### src/rtl/mips_ctrl_pkg.sv
// ============================================================================
// mips_ctrl_pkg: opcode/funct/ALU encodings and the stage control bundle
// Rev 1.0
// ============================================================================
`default_nettype none

package mips_ctrl_pkg;

  localparam logic [5:0] OP_RTYPE = 6'b000000;
  localparam logic [5:0] OP_LW    = 6'b100011;
  localparam logic [5:0] OP_SW    = 6'b101011;
  localparam logic [5:0] OP_BEQ   = 6'b000100;
  localparam logic [5:0] OP_ADDI  = 6'b001000;
  localparam logic [5:0] OP_J     = 6'b000010;
  localparam logic [5:0] OP_ANDI  = 6'b001100;
  localparam logic [5:0] OP_ORI   = 6'b001101;
  localparam logic [5:0] OP_SLTI  = 6'b001010;

  localparam logic [5:0] FN_AND = 6'b100100;
  localparam logic [5:0] FN_OR  = 6'b100101;
  localparam logic [5:0] FN_ADD = 6'b100000;
  localparam logic [5:0] FN_SUB = 6'b100010;
  localparam logic [5:0] FN_SLT = 6'b101010;

  localparam logic [2:0] ALU_AND = 3'b000;
  localparam logic [2:0] ALU_OR  = 3'b001;
  localparam logic [2:0] ALU_ADD = 3'b010;
  localparam logic [2:0] ALU_SUB = 3'b110;
  localparam logic [2:0] ALU_SLT = 3'b111;

  typedef struct packed {
    logic valid;
    logic reg_write;
    logic mem_to_reg;
    logic mem_write;
    logic alu_src;
    logic reg_dst;
  } ctrl_bundle_t;

endpackage

`default_nettype wire

### src/rtl/ctrl_decoder.sv
// ============================================================================
// ctrl_decoder: combinational main + ALU decode for the D stage
// Rev 1.0
// ============================================================================
`default_nettype none

module ctrl_decoder
  import mips_ctrl_pkg::*;
#(
  parameter int ALUCTRL_W = 3,
  parameter int EXT_ISA   = 0
) (
  input  logic [5:0]           opcode,
  input  logic [5:0]           funct,
  output logic                 jump,
  output logic                 branch,
  output logic                 imm_zero_ext,
  output logic                 illegal,
  output ctrl_bundle_t         bundle,
  output logic [ALUCTRL_W-1:0] alu_ctrl
);

  logic       w_legal;
  logic [2:0] w_alu;

  always_comb begin
    jump         = 1'b0;
    branch       = 1'b0;
    imm_zero_ext = 1'b0;
    w_legal      = 1'b0;
    w_alu        = ALU_AND;
    bundle       = '0;
    case (opcode)
      OP_RTYPE: begin
        w_legal = 1'b1;
        case (funct)
          FN_AND:  w_alu = ALU_AND;
          FN_OR:   w_alu = ALU_OR;
          FN_ADD:  w_alu = ALU_ADD;
          FN_SUB:  w_alu = ALU_SUB;
          FN_SLT:  w_alu = ALU_SLT;
          default: w_legal = 1'b0;
        endcase
        bundle.reg_write = w_legal;
        bundle.reg_dst   = w_legal;
      end
      OP_LW: begin
        w_legal           = 1'b1;
        bundle.reg_write  = 1'b1;
        bundle.alu_src    = 1'b1;
        bundle.mem_to_reg = 1'b1;
        w_alu             = ALU_ADD;
      end
      OP_SW: begin
        w_legal          = 1'b1;
        bundle.mem_write = 1'b1;
        bundle.alu_src   = 1'b1;
        w_alu            = ALU_ADD;
      end
      OP_BEQ: begin
        w_legal = 1'b1;
        branch  = 1'b1;
        w_alu   = ALU_SUB;
      end
      OP_ADDI: begin
        w_legal          = 1'b1;
        bundle.reg_write = 1'b1;
        bundle.alu_src   = 1'b1;
        w_alu            = ALU_ADD;
      end
      OP_J: begin
        w_legal = 1'b1;
        jump    = 1'b1;
      end
      OP_ANDI, OP_ORI, OP_SLTI: begin
        // Immediate-logical extension decodes only when the core supports it
        if (EXT_ISA != 0) begin
          w_legal          = 1'b1;
          bundle.reg_write = 1'b1;
          bundle.alu_src   = 1'b1;
          imm_zero_ext     = (opcode != OP_SLTI);
          w_alu            = (opcode == OP_ANDI) ? ALU_AND :
                             (opcode == OP_ORI)  ? ALU_OR  : ALU_SLT;
        end
      end
      default: w_legal = 1'b0;
    endcase
    bundle.valid = w_legal;
    illegal      = ~w_legal;
  end

  generate
    if (ALUCTRL_W > 3) begin : g_alu_wide
      assign alu_ctrl = {{(ALUCTRL_W-3){1'b0}}, w_alu};
    end else begin : g_alu_narrow
      assign alu_ctrl = w_alu;
    end
  endgenerate

endmodule

`default_nettype wire

### src/rtl/pipe_control_unit.sv
// ============================================================================
// pipe_control_unit: D/E/M/W control pipeline with hold, flush and retire count
// Rev 1.0
// ============================================================================
`default_nettype none

module pipe_control_unit
  import mips_ctrl_pkg::*;
#(
  parameter int ALUCTRL_W = 3,
  parameter int EXT_ISA   = 0,
  parameter int CNT_W     = 16
) (
  input  logic                 clk,
  input  logic                 rst,
  input  logic [5:0]           opcode_d,
  input  logic [5:0]           funct_d,
  input  logic                 flush_e,
  input  logic                 hold,
  output logic                 JumpD,
  output logic                 BranchD,
  output logic                 ImmZeroExtD,
  output logic                 illegal_d,
  output logic                 RegWriteE,
  output logic                 MemtoRegE,
  output logic                 MemWriteE,
  output logic                 ALUSrcE,
  output logic                 RegDstE,
  output logic [ALUCTRL_W-1:0] ALUControlE,
  output logic                 RegWriteM,
  output logic                 MemtoRegM,
  output logic                 MemWriteM,
  output logic                 RegWriteW,
  output logic                 MemtoRegW,
  output logic [CNT_W-1:0]     retired_cnt
);

  ctrl_bundle_t         w_dec;
  logic [ALUCTRL_W-1:0] w_alu_d;

  ctrl_bundle_t         r_e;
  logic [ALUCTRL_W-1:0] r_alu_e;
  logic                 r_m_valid, r_m_rw, r_m_m2r, r_m_mw;
  logic                 r_w_valid, r_w_rw, r_w_m2r;
  logic [CNT_W-1:0]     r_cnt;

  ctrl_decoder #(
    .ALUCTRL_W (ALUCTRL_W),
    .EXT_ISA   (EXT_ISA)
  ) u_dec (
    .opcode       (opcode_d),
    .funct        (funct_d),
    .jump         (JumpD),
    .branch       (BranchD),
    .imm_zero_ext (ImmZeroExtD),
    .illegal      (illegal_d),
    .bundle       (w_dec),
    .alu_ctrl     (w_alu_d)
  );

  always_ff @(posedge clk) begin
    if (rst) begin
      r_e       <= '0;
      r_alu_e   <= '0;
      r_m_valid <= 1'b0;
      r_m_rw    <= 1'b0;
      r_m_m2r   <= 1'b0;
      r_m_mw    <= 1'b0;
      r_w_valid <= 1'b0;
      r_w_rw    <= 1'b0;
      r_w_m2r   <= 1'b0;
      r_cnt     <= '0;
    end else if (!hold) begin
      // Flush and illegal decode both inject an all-zero bubble into E
      r_e       <= flush_e ? '0 : w_dec;
      r_alu_e   <= (flush_e || !w_dec.valid) ? '0 : w_alu_d;
      r_m_valid <= r_e.valid;
      r_m_rw    <= r_e.reg_write;
      r_m_m2r   <= r_e.mem_to_reg;
      r_m_mw    <= r_e.mem_write;
      r_w_valid <= r_m_valid;
      r_w_rw    <= r_m_rw;
      r_w_m2r   <= r_m_m2r;
      if (r_w_valid && (r_cnt != {CNT_W{1'b1}}))
        r_cnt <= r_cnt + {{(CNT_W-1){1'b0}}, 1'b1};
    end
  end

  assign RegWriteE   = r_e.reg_write;
  assign MemtoRegE   = r_e.mem_to_reg;
  assign MemWriteE   = r_e.mem_write;
  assign ALUSrcE     = r_e.alu_src;
  assign RegDstE     = r_e.reg_dst;
  assign ALUControlE = r_alu_e;
  assign RegWriteM   = r_m_rw;
  assign MemtoRegM   = r_m_m2r;
  assign MemWriteM   = r_m_mw;
  assign RegWriteW   = r_w_rw;
  assign MemtoRegW   = r_w_m2r;
  assign retired_cnt = r_cnt;

endmodule

`default_nettype wire
### config.mk
export PLATFORM = sky130hd
export DESIGN_NAME = pipe_control_unit
export DESIGN_NICKNAME = d
export VERILOG_FILES = /design/src/rtl/mips_ctrl_pkg.sv /design/src/rtl/ctrl_decoder.sv /design/src/rtl/pipe_control_unit.sv
export SDC_FILE = /design/constraint.sdc
export NUM_CORES = 1
export LEC_CHECK = 0
export CORE_MARGIN = 2
export CORE_UTILIZATION = 30
export CTS_BUF_LIST = sky130_fd_sc_hd__clkbuf_8
export DETAILED_ROUTE_END_ITERATION = 12
export PLACE_DENSITY = 0.66
export SLEW_MARGIN = 20
export SYNTH_ARGS = -nofsm -noshare
export SYNTH_HDL_FRONTEND = slang
export SYNTH_SLANG_ARGS = --single-unit
### constraint.sdc
create_clock -name clk -period 5.2 [get_ports clk]
set_clock_uncertainty 0.1 [all_clocks]
set_input_delay 1.3 -clock clk [delete_from_list [all_inputs] [get_ports clk]]
set_output_delay 1.3 -clock clk [all_outputs]
set_load 0.01 [all_outputs]
==> Changelog: implementation <==
### Changed

* Post-CTS Resized at 0
* Synthesis-to-layout area growth at 37.2%
* Total number of yosys warnings at 0
* Pwr dens at 221 nW/µm²
* CTS Buffer Depth at 2
* Async S/R FF share, synth at 0%
* VDD IR max at 0.137 mV
* EDFF count, synth at 0
* # DRC at 0
* Antenna violations before repair at 0
* Clk latency late pin at 0.28 ns
* Hold Fails Final Rpt at 0
* Setup TNS at 0 ns
* Yosys cell count at 201
* Count leader, synth: dfxtp_1
* Post-CTS setup buffers at 0
* Die area at 6370 µm²
* Syn Std Cell Area at 1730 µm²
* Routed WL per cell at 12.9 µm
* Synth Register Bits at 32
* Tool Warnings at 26
* CTS tree: built
* Post-layout min period at 4.67 ns
* DR iter-0 viols at 108
* GP Congestion at 0.750
* Post-synth seq share at 37.1%
* Row cnt at 27
* Clock root buffer: clkbuf_8
* Buffers added on ports at 47
* Placed Area at 2260 µm²
* WL final at 4140 µm
* Cell type with the largest total area: dfxtp_1
* GR Util All Layers at 14.0%
* Diode count at 0
* Critical Path RT at 3.80 ns
* Status: finished, final reports clean
-- power breakdown --
part | total (mW) | switching, mW | leakage, nW | internal (mW)
sequential | 0.246 | 0.000294 | 0.258 | 0.245
combinational | 0.0402 | 0.0203 | 0.489 | 0.0200
clock | 0.237 | 0.0952 | 0.0541 | 0.142
-- routing by layer --
metal | up-vias | global-route usage, % | wire length (µm)
li1 | 860 | - | -
met1 | 782 | 19.3 | 2110
met3 | 8 | 3.73 | 189
met4 | 0 | 5.08 | 68
met5 | - | 0 | 0
met2 | 39 | 21.0 | 1770
-- worst paths after layout --
kind              slack (ns)            from  depth (start not counted)         endpoint
setup / recovery        0.53     opcode_d[3]                          5        illegal_d
hold / removal          0.37  ALUControlE[2]                          2   ALUControlE[2]
setup reg to reg        3.10       r_w_valid                          4  retired_cnt[13]
hold reg to reg         0.37  ALUControlE[2]                          2   ALUControlE[2]
-- cell families after synthesis --
kind of cell,synth area share (%)
simple gates,31.2
compound gates,19.4
flops,37.1
buf+inv,4.13
mux,6.67
fa+ha+maj,0.725
other cells,0.217
xor+xnor,0.508
-- area by class of cell --
cell class                 instances  area [µm²]
clock buffer                       5        68.8
clock inverter                     3        42.5
fill                             565        3170
inverter                           5        18.8
multi-input combinational        154        1010
sequential                        32         641
tap                               72        90.1
timing repair buffer              50         493
-- per-stage QoR --
| stage | instances | worst slack [ns] | hold WS, ns | utilization [%] | power (mW) |
|---|---|---|---|---|---|
| 2_1_floorplan | 201 | 1.49 | 0.360 | - | 0.272 |
| 3_3_place_gp | 313 | 0.546 | 0.352 | 40.7 | 0.291 |
| 3_5_place_dp | 313 | 0.522 | 0.356 | 40.7 | 0.291 |
| 4_1_cts | 321 | 0.524 | 0.365 | 42.7 | 0.533 |
| 5_1_grt | 321 | 0.430 | 0.395 | 42.7 | 0.545 |
| 6_report | 321 | 0.533 | 0.365 | 42.7 | 0.523 |
-- critical path, stage by stage --
cell and delay (ns):
clkdlybuf4s50_1 0.54, or4b_4 0.61, nor4_2 0.27, nor2_1 0.06, clkdlybuf4s50_1 0.48
-- layout by cell type, fill, tap and decap left out, drive strengths merged, types with 4 or more instances in the layout --
cell type,instances
clkdlybuf4s50,47
inv,5
and4,5
dfxtp,32
a31oi,6
a211oi,7
a21oi,12
nor2,23
mux2,4
mux2i,7
nand2,18
nand3,5
nor2b,6
nor4,7
nor3,5
clkbuf,5
io_placement.png
Bar = 20 µm. Pins as bars across the die edge, other pins in gray.
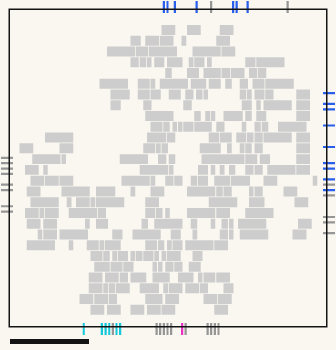
legend:
  cyan:
    port: opcode_d
    pins: 6
    direction: input
    edge: south
  blue:
    port: retired_cnt
    pins: 16
    direction: output
    edge: 9 east, 7 north
  magenta:
    port: BranchD
    pins: 1
    direction: output
    edge: south

clocks.png
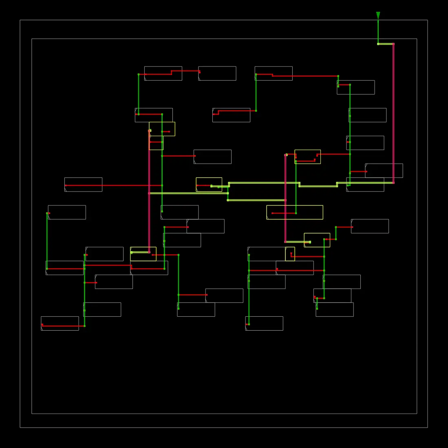
Clock Power: 0.237 mW
clock sink count: 32

No activity file was given, so power comes from the tool's default toggle rates.
